Fig. 1: run 1, signal wires on met1
Scale bar: 20 um. Cells faint in the background.
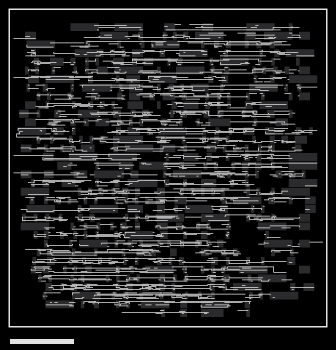
Fig. 2: run 1, the metal 2 layer
Cells faint in the background.
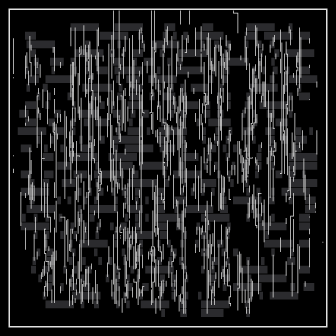
Fig. 3: run 1, met3 routing
Scale bar: 20 um. Cells faint in the background.
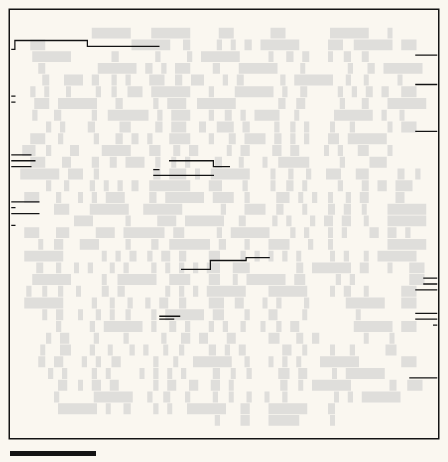
`config.mk`:
```
export PLATFORM = sky130hd
export DESIGN_NAME = prog_launcher
export DESIGN_NICKNAME = d
export VERILOG_FILES = /design/src/rtl/launcher_pkg.sv /design/src/rtl/prog_launcher_run_timer.sv /design/src/rtl/prog_launcher.sv
export SDC_FILE = /design/constraint.sdc
export NUM_CORES = 1
export LEC_CHECK = 0
export ABC_AREA = 1
export CAP_MARGIN = 20
export CELL_PAD_IN_SITES_DETAIL_PLACEMENT = 2
export CELL_PAD_IN_SITES_GLOBAL_PLACEMENT = 2
export CORE_MARGIN = 2
export CORE_UTILIZATION = 34
export DETAILED_ROUTE_END_ITERATION = 10
export GPL_TIMING_DRIVEN = 0
export MAX_ROUTING_LAYER = met4
export PLACE_DENSITY = 0.77
export RECOVER_POWER = 25
export SLEW_MARGIN = 25
export SYNTH_ARGS = -nofsm -noshare
export SYNTH_HDL_FRONTEND = slang
export SYNTH_SLANG_ARGS = --single-unit
```
`constraint.sdc`:
```
create_clock -name Clk -period 2.2 [get_ports Clk]
set_input_delay 0.44 -clock Clk [delete_from_list [all_inputs] [get_ports Clk]]
set_output_delay 0.44 -clock Clk [all_outputs]
set_load 0.02 [all_outputs]
```
`src/rtl/launcher_pkg.sv`:
```
// Shared types and widths for the program launcher and its cycle timers.
package launcher_pkg;

    localparam int CNT_W = 16;
    localparam int IDX_W = 2;

    typedef enum logic [1:0] {
        S_IDLE  = 2'd0,
        S_START = 2'd1,
        S_RUN   = 2'd2,
        S_DONE  = 2'd3
    } state_t;

endpackage

```
`src/rtl/prog_launcher_run_timer.sv`:
```
// Saturating cycle counter with synchronous clear; flags the cycle whose count+1 reaches LIMIT.
module run_timer
    import launcher_pkg::*;
#(
    parameter logic [CNT_W-1:0] LIMIT = '1
) (
    input  logic             clk_i,
    input  logic             rst_i,
    input  logic             clr_i,
    input  logic             en_i,
    output logic [CNT_W-1:0] cnt_o,
    output logic             hit_o
);

    logic [CNT_W-1:0] cnt_q;
    logic [CNT_W-1:0] cnt_d;

    always_comb begin
        cnt_d = cnt_q;
        if (clr_i) begin
            cnt_d = '0;
        end else if (en_i && (cnt_q != '1)) begin
            cnt_d = cnt_q + CNT_W'(1);
        end
    end

    always_ff @(posedge clk_i or posedge rst_i) begin
        if (rst_i) begin
            cnt_q <= '0;
        end else begin
            cnt_q <= cnt_d;
        end
    end

    // Widened compare so a saturated count can never wrap onto LIMIT.
    assign hit_o = (({1'b0, cnt_q} + 17'd1) == {1'b0, LIMIT});
    assign cnt_o = cnt_q;

endmodule

```
`src/rtl/prog_launcher.sv`:
```
// Host-side Start/Ack sequencer: runs NUM_PROGS programs per Go and reports per-program cycle counts.
module prog_launcher
    import launcher_pkg::*;
#(
    parameter int unsigned NUM_PROGS    = 3,
    parameter int unsigned START_CYCLES = 2,
    parameter int unsigned TIMEOUT      = 16'hFFFF
) (
    input  logic             Clk,
    input  logic             Reset,
    input  logic             Go,
    input  logic             Ack,
    output logic             Start,
    output logic [IDX_W-1:0] ProgIdx,
    output logic             Busy,
    output logic             Done,
    output logic             TimedOut,
    output logic [CNT_W-1:0] CycleCnt,
    output logic             CntValid
);

    state_t           state_q, state_d;
    logic [IDX_W-1:0] idx_q, idx_d;
    logic [CNT_W-1:0] cnt_q, cnt_d;
    logic             cv_q, cv_d;
    logic             to_q, to_d;

    logic [CNT_W-1:0] hold_cnt;
    logic             hold_hit;
    logic [CNT_W-1:0] run_cnt;
    logic             run_hit;

    run_timer #(.LIMIT(CNT_W'(START_CYCLES))) u_hold (
        .clk_i (Clk),
        .rst_i (Reset),
        .clr_i (state_q != S_START),
        .en_i  (state_q == S_START),
        .cnt_o (hold_cnt),
        .hit_o (hold_hit)
    );

    run_timer #(.LIMIT(CNT_W'(TIMEOUT))) u_run (
        .clk_i (Clk),
        .rst_i (Reset),
        .clr_i (state_q != S_RUN),
        .en_i  (state_q == S_RUN),
        .cnt_o (run_cnt),
        .hit_o (run_hit)
    );

    always_comb begin
        state_d = state_q;
        idx_d   = idx_q;
        cnt_d   = cnt_q;
        cv_d    = 1'b0;
        to_d    = to_q;
        case (state_q)
            S_IDLE: begin
                if (Go) begin
                    state_d = S_START;
                    idx_d   = '0;
                end
            end
            S_START: begin
                if (hold_hit) begin
                    state_d = S_RUN;
                end
            end
            S_RUN: begin
                // Ack takes priority over a coincident timeout.
                if (Ack) begin
                    cnt_d = run_cnt + CNT_W'(1);
                    cv_d  = 1'b1;
                    if (idx_q == IDX_W'(NUM_PROGS - 1)) begin
                        state_d = S_DONE;
                    end else begin
                        idx_d   = idx_q + IDX_W'(1);
                        state_d = S_START;
                    end
                end else if (run_hit) begin
                    to_d    = 1'b1;
                    state_d = S_DONE;
                end
            end
            S_DONE: begin
                if (Go) begin
                    to_d    = 1'b0;
                    idx_d   = '0;
                    state_d = S_START;
                end
            end
            default: state_d = S_IDLE;
        endcase
    end

    always_ff @(posedge Clk or posedge Reset) begin
        if (Reset) begin
            state_q <= S_IDLE;
            idx_q   <= '0;
            cnt_q   <= '0;
            cv_q    <= 1'b0;
            to_q    <= 1'b0;
        end else begin
            state_q <= state_d;
            idx_q   <= idx_d;
            cnt_q   <= cnt_d;
            cv_q    <= cv_d;
            to_q    <= to_d;
        end
    end

    assign Start    = (state_q == S_START);
    assign Busy     = (state_q == S_START) || (state_q == S_RUN);
    assign Done     = (state_q == S_DONE);
    assign TimedOut = to_q;
    assign ProgIdx  = idx_q;
    assign CycleCnt = cnt_q;
    assign CntValid = cv_q;

endmodule

```
==> results.json, run 1 <==
{
  "status": "completed",
  "drtPass1Iterations": 4,
  "cap_viol_max_count": 0,
  "cts_hold_buffers": 0,
  "initCoreUtil_pct": 35.17,
  "critPathBufInv": 1,
  "regArea_um2": 1356,
  "antenna_cells": 0,
  "worst_setup_path_start_kind": "flop",
  "crit_start": "state_q[0]",
  "drive_gt1_share_pct": 10.04,
  "hold_slack_ps": 502.6,
  "grt_pass1_vias": 3027,
  "post_cts_buffers": 0,
  "htreeDepth": 2,
  "rsz0062_at_grt": "no",
  "core-area_um2": 8763,
  "worstSetupEndpointType": "output port",
  "drtIter0Drc": 46,
  "post_drt_via_cell_ratio": 5.140,
  "dpl.hpwl_mm": 7.081,
  "fin_util_pct": 41.75,
  "critical_path_class": "flop to output port",
  "hold_violations": 0,
  "via_count": 2858,
  "routed_wl_mm": 9.261,
  "cp_num_cells": 2,
  "rr_endpoint": "state_q[1]",
  "warnings": 32,
  "ys_sh_simple_pct": 31.59,
  "drc_errors": 0,
  "grt_max_degree": 45,
  "clkSlewWorstSetupHoldPaths_ps": 110,
  "cp_slowest_cell": "clkdlybuf4s50_1",
  "pwr-share-seq_pct": 41.4,
  "rows": 34,
  "powerDensity_nw_per_um2": 810.8,
  "hold_start": "CycleCnt[12]",
  "min_path_cells": 2
}
Notes on Fig. 1 above:
nets with wire on the layer	426
main direction	horizontal

Notes on Fig. 2 above:
nets with wire on the layer	414
main direction	vertical
share of all routed wire	47%

Notes on Fig. 3 above:
wire length on this layer	169 um
longest straight run	16.8 um
share of all routed wire	1.8%
main direction	horizontal
nets with wire on the layer	23

[run 1: area by class of cell]
| class | instances | share of cell area, % |
|---|---|---|
| inverters | 54 | 5.575 |
| repair buffers | 32 | 8.618 |
| clock inverters | 1 | 0.1368 |
| plain buffers | 7 | 0.8892 |
| flip-flops and latches | 54 | 37.07 |
| multi-input cells | 293 | 41.66 |
| clock buffers | 7 | 2.360 |
| well taps | 108 | 3.694 |
[run 1: sequential cells by signal, indices dropped and copies added (netlist names)]
signal,flops
CntValid,1
TimedOut,1
u_run.cnt_o,16
CycleCnt,16
ProgIdx,2
state_q,2
u_hold.cnt_o,16
[run 1: tightest hold or removal path: cells and delay by family (launching register included)]
| family | cells | cell delay [ps] |
|---|---|---|
| simple gates | 1 | 50 |
| flops | 1 | 360 |
| compound gates | 1 | 60 |
[run 1: synth_stat cells, drive strengths merged]
cell type  number  area, um2
xor2            3      26.28
a31oi          12      75.07
o22ai           1      6.260
buf             1      7.510
clkbuf          7      26.28
nand3b          4      30.03
nand4          13      81.33
a21oi          11      58.81
nor3            1      5.000
inv            54      202.7
xnor2           2      17.52
nand2         130      510.5
nor2           46      221.5
nand3          22      125.1
o31ai           1      7.510
o21bai          3      33.78
ha             10      125.1
o21ai          34      170.2
dfrtp          54       1351
[run 1: stage by stage]
step                      instance area [um2]  setup slack, ps  setup TNS (ps)  total power [mW]
after floorplan                          3082            426.9               0             1.897
after global placement                   3477           -781.9          -42960             2.300
after detailed placement                 3507           -214.1           -1732             2.355
after CTS                                3603            2.761               0             2.971
after global routing                     3659            6.079               0             3.181
final                                    3659            139.0               0             2.967
[run 1: routing by layer]
layer | up-vias | share of wire (%)
li1 | 1383 | -
met1 | 1443 | 51
met2 | 30 | 47
met3 | 2 | 1.8
met4 | 0 | 0.30
met5 | - | 0
==> run 2: changes to the inputs <==
Settings changed: GPL_TIMING_DRIVEN 0 to unset.
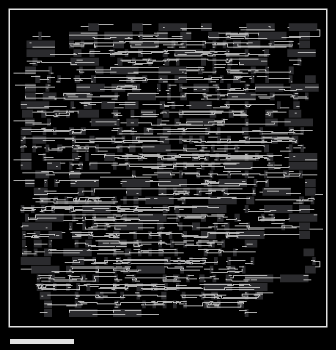
Fig. 4. Signal wires on met1 (run 2).
Scale bar: 20 um. Cells faint in the background.
wire length on this layer	4,740 um
nets with wire on the layer	430
longest straight run	46.5 um
main direction	horizontal

==> results.json, run 2 <==
{
  "synth_flops": 54,
  "grt_max_degree": 39,
  "grt_pass1_wl_mm": 16.57,
  "ff_type": "dfrtp_1",
  "rows": 34,
  "regArea_um2": 1354,
  "hold_violations": 0,
  "drtPass1Iterations": 4,
  "worst_setup_path_start_kind": "flop",
  "cts_tree": "done",
  "top_cell": "nand2_1",
  "fin_tns_setup_ps": 0,
  "htreeDepth": 2,
  "antenna_cells": 0,
  "critical_path_class": "flop to output port",
  "via_count": 2871,
  "nFlopsAndLatches": 54,
  "status": "completed",
  "use_met1_pct": 29.50,
  "ys_top_cells_by_area": "dfrtp_1 (44%), nand2_1 (15%), inv_1 (6.6%)",
  "cts_sinks": 54,
  "chip_area_um2": 9842,
  "netlist_area_um2": 3082,
  "clkCellAreaFrac_pct": 2.871,
  "core-area_um2": 8763,
  "comb_share_pct": 41.47,
  "signal_buffers": 41,
  "grt_pass1_vias": 3164,
  "top_area_cell": "dfrtp_1",
  "cts_hold_buffers": 0,
  "seq_share_pct": 36.54,
  "worstSetupEndpointType": "output port",
  "cap_viol_max_count": 0,
  "warnings": 32,
  "largest_cell_class": "combinational gates",
  "antenna_found_initial": 0,
  "synth.top_cell.area_share_pct": 43.85,
  "routed_wl_mm": 9.779,
  "dpl.hpwl_mm": 7.519,
  "clkbuf_count": 7,
  "finalPower_mw": 3.061,
  "setup_ws_ps": 137.9,
  "post_drt_via_cell_ratio": 5.145,
  "buf_share_pct": 9.997,
  "common_cells": "nand2_1 (123), dfrtp_1 (54), inv_1 (54)",
  "drtIter0Drc": 69,
  "finalClockPeriodUsage_pct": 93.73,
  "logic_gate_count": 293,
  "clkSlewWorstSetupHoldPaths_ps": 100,
  "die_y_um": 99.21,
  "inv_count": 54,
  "edf_count": 0,
  "tap-cell-count": 108,
  "drc_errors": 0,
  "post-place-ws_ps": -8.278,
  "ys_async_sr_fraction_pct": 100.0,
  "powerDensity_nw_per_um2": 826.1,
  "initCoreUtil_pct": 35.17,
  "slew_violations": 0,
  "drive_gt1_share_pct": 11.11,
  "vdd_ir_drop_max_mv": 0.4760
}
-- run 2: cell counts after synthesis --
Identical to the previous run, type by type.
-- run 2: worst max-delay path: stages, from the launching register on --
cell and delay [ps]:
dfrtp_1 450, ha_1 240, clkdlybuf4s50_1 620
-- run 2: through the flow --
stage | hold WS, ps | cells | cell area (um2)
after floorplan | 489.3 | 409 | 3082
after global placement | 466.4 | 544 | 3523
after detailed placement | 476.7 | 544 | 3523
after CTS | 426.5 | 552 | 3631
after global routing | 532.4 | 558 | 3705
final | 493.6 | 558 | 3705
-- run 2: cell families after synthesis --
family / count (synthesis) / synth area share (%)
simple gates: 216 / 31.59
compound gates: 62 / 11.41
buf+inv: 62 / 7.674
flops: 54 / 43.85
fa+ha+maj: 10 / 4.060
xor+xnor: 5 / 1.421
-- run 2: path summary, 6_finish.rpt --
path | from | end | cells past startpoint
hold reg to reg | CycleCnt[3] | CycleCnt[3] | 2
max in group asynchronous | Reset | u_hold.cnt_o[0] | 3
setup reg to reg | u_hold.cnt_o[0] | state_q[1] | 14
min in group asynchronous | Reset | CycleCnt[11] | 2
setup / recovery | state_q[0] | Done | 2
hold / removal | CycleCnt[3] | CycleCnt[3] | 2
-- run 2: timing repair --
action / 4_1_cts / 5_1_grt
buffers inserted: 0 / 6
pin swaps: 0 / 2
endpoints found under the setup margin: 5 / 3
resized: 4 / 11
-- run 2: routing by layer --
layer | vias up | part of all wire, %
met3 | 7 | 2.5
met4 | 0 | 0.65
li1 | 1389 | -
met1 | 1436 | 48
met5 | - | 0
met2 | 39 | 48
-- run 2: power breakdown --
part / switching, mW / internal [mW] / leakage (nW)
Clock: 0.353 / 0.342 / 0.0524
Combinational: 0.700 / 0.451 / 0.866
Sequential: 0.102 / 1.11 / 0.733
==> run 3: changes to the inputs <==
Settings changed: GPL_TIMING_DRIVEN set to 1.
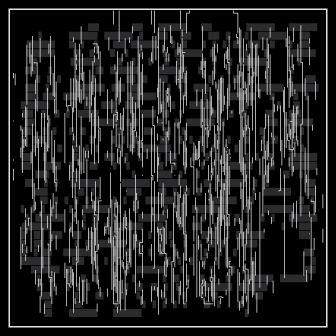
Fig. 5. The metal 2 layer (run 3).
Cells faint in the background.
nets with wire on the layer	413
longest straight run	39.8 um
main direction	vertical
share of all routed wire	48%
Vias: 2,871
final WL: 9.779 mm
met2 usage: 35.14%

==> results.json, run 3 <==
{
  "regArea_um2": 1354,
  "drc_errors": 0,
  "worst_setup_path_start_kind": "flop",
  "status": "completed",
  "combPwrFrac_pct": 37.6,
  "post_drt_via_cell_ratio": 5.145,
  "drtIter0Drc": 69,
  "drive_gt1_share_pct": 11.11,
  "power_leader": "sequential cells",
  "antenna_cells": 0,
  "grt_pass1_vias": 3164,
  "synth_flops": 54,
  "wl_met3_um": 244,
  "ys_top_cells_by_area": "dfrtp_1 (44%), nand2_1 (15%), inv_1 (6.6%)",
  "crit_start": "state_q[0]",
  "clockPowerShare_pct": 22.7,
  "worstReg2RegStart": "u_hold.cnt_o[0]",
  "clkSlewWorstSetupHoldPaths_ps": 100,
  "dpl.hpwl_mm": 7.519,
  "pwr-share-seq_pct": 39.7,
  "rr_worst_depth": 14,
  "internal_power_mw": 1.905,
  "grt_pass1_wl_mm": 16.57,
  "powerDensity_nw_per_um2": 826.1,
  "finalClockPeriodUsage_pct": 93.73,
  "sequentialPower_mw": 1.21,
  "hold_start": "CycleCnt[3]",
  "layout.cells.non_filler": 558,
  "top_cell": "nand2_1",
  "synth.top_cell.area_share_pct": 43.85,
  "wl_met1_mm": 4.735,
  "worstSetupEndpointType": "output port",
  "common_cells": "nand2_1 (123), dfrtp_1 (54), inv_1 (54)",
  "htreeDepth": 2,
  "p_comb_mw": 1.15,
  "wl_met2_mm": 4.735,
  "vdd_ir_drop_max_mv": 0.4760,
  "cts_tree": "done",
  "hold_violations": 0,
  "rr_endpoint": "state_q[1]",
  "top_layer": "met4",
  "drtPass1Iterations": 4,
  "min_path_cells": 2,
  "chip_area_um2": 9842,
  "cap_viol_max_count": 0,
  "hold_slack_ps": 493.6,
  "post_dp_cell_area_um2": 3523,
  "critical_path_class": "flop to output port",
  "p_switching_mw": 1.156,
  "rows": 34,
  "use_met1_pct": 29.50,
  "antenna_found_initial": 0,
  "edf_count": 0,
  "cts_hold_buffers": 0,
  "final_cell_area_um2": 3705,
  "die_y_um": 99.21,
  "whs_endpoint": "CycleCnt[3]",
  "p_clk_uw": 695
}
-- run 3: cell counts after synthesis --
No cell type changed its count.
-- run 3: how the worst max path moves through the flow --
stage | end | slack, ps | cells after the start
4_1_cts | state_q[1] | 2 | 14
3_5_place_dp | state_q[1] | -8 | 14
3_3_place_gp | state_q[0] | 150 | 14
5_1_grt | state_q[0] | -40 | 14
2_1_floorplan | state_q[0] | 430 | 14
6_report | Done | 140 | 2
-- run 3: cell type report --
| type | instances | share of cell area, % |
|---|---|---|
| sequential | 54 | 36.54 |
| tap | 108 | 3.647 |
| inverter | 54 | 5.471 |
| timing repair buffer | 41 | 9.997 |
| multi-input combinational | 293 | 41.47 |
| clock inverter | 1 | 0.8105 |
| clock buffer | 7 | 2.060 |
-- run 3: worst max-delay path, cell delays in order (launching register included) --
cell	delay (ps)
dfrtp_1	450
ha_1	240
clkdlybuf4s50_1	620
-- run 3: kinds of logic after synthesis --
kind of cell             count (synthesis)  share of synthesized area, %
flip-flops                              54                         43.85
adder cells (fa/ha/maj)                 10                         4.060
XOR/XNOR                                 5                         1.421
AND/OR/NAND/NOR                        216                         31.59
AND-OR/OR-AND                           62                         11.41
buffers and inverters                   62                         7.674
-- run 3: stage by stage --
stage | utilization (%) | setup WS [ps] | power, mW | setup TNS (ps)
2_1_floorplan | - | 426.9 | 1.897 | 0
3_3_place_gp | 40.21 | 146.2 | 2.314 | 0
3_5_place_dp | 40.21 | -8.278 | 2.367 | -8.278
4_1_cts | 41.43 | 1.639 | 3.050 | 0
5_1_grt | 42.28 | -35.48 | 3.289 | -52.45
6_report | 42.28 | 137.9 | 3.061 | 0
-- run 3: timing repair --
item | 4_1_cts | 5_1_grt
resized | 4 | 11
hold endpoints to repair | 0 | 0
setup endpoints to repair | 5 | 3
pin swaps | 0 | 2
buffers inserted | 0 | 6
Power figures rest on the tool's default switching activity, not on a simulated workload.
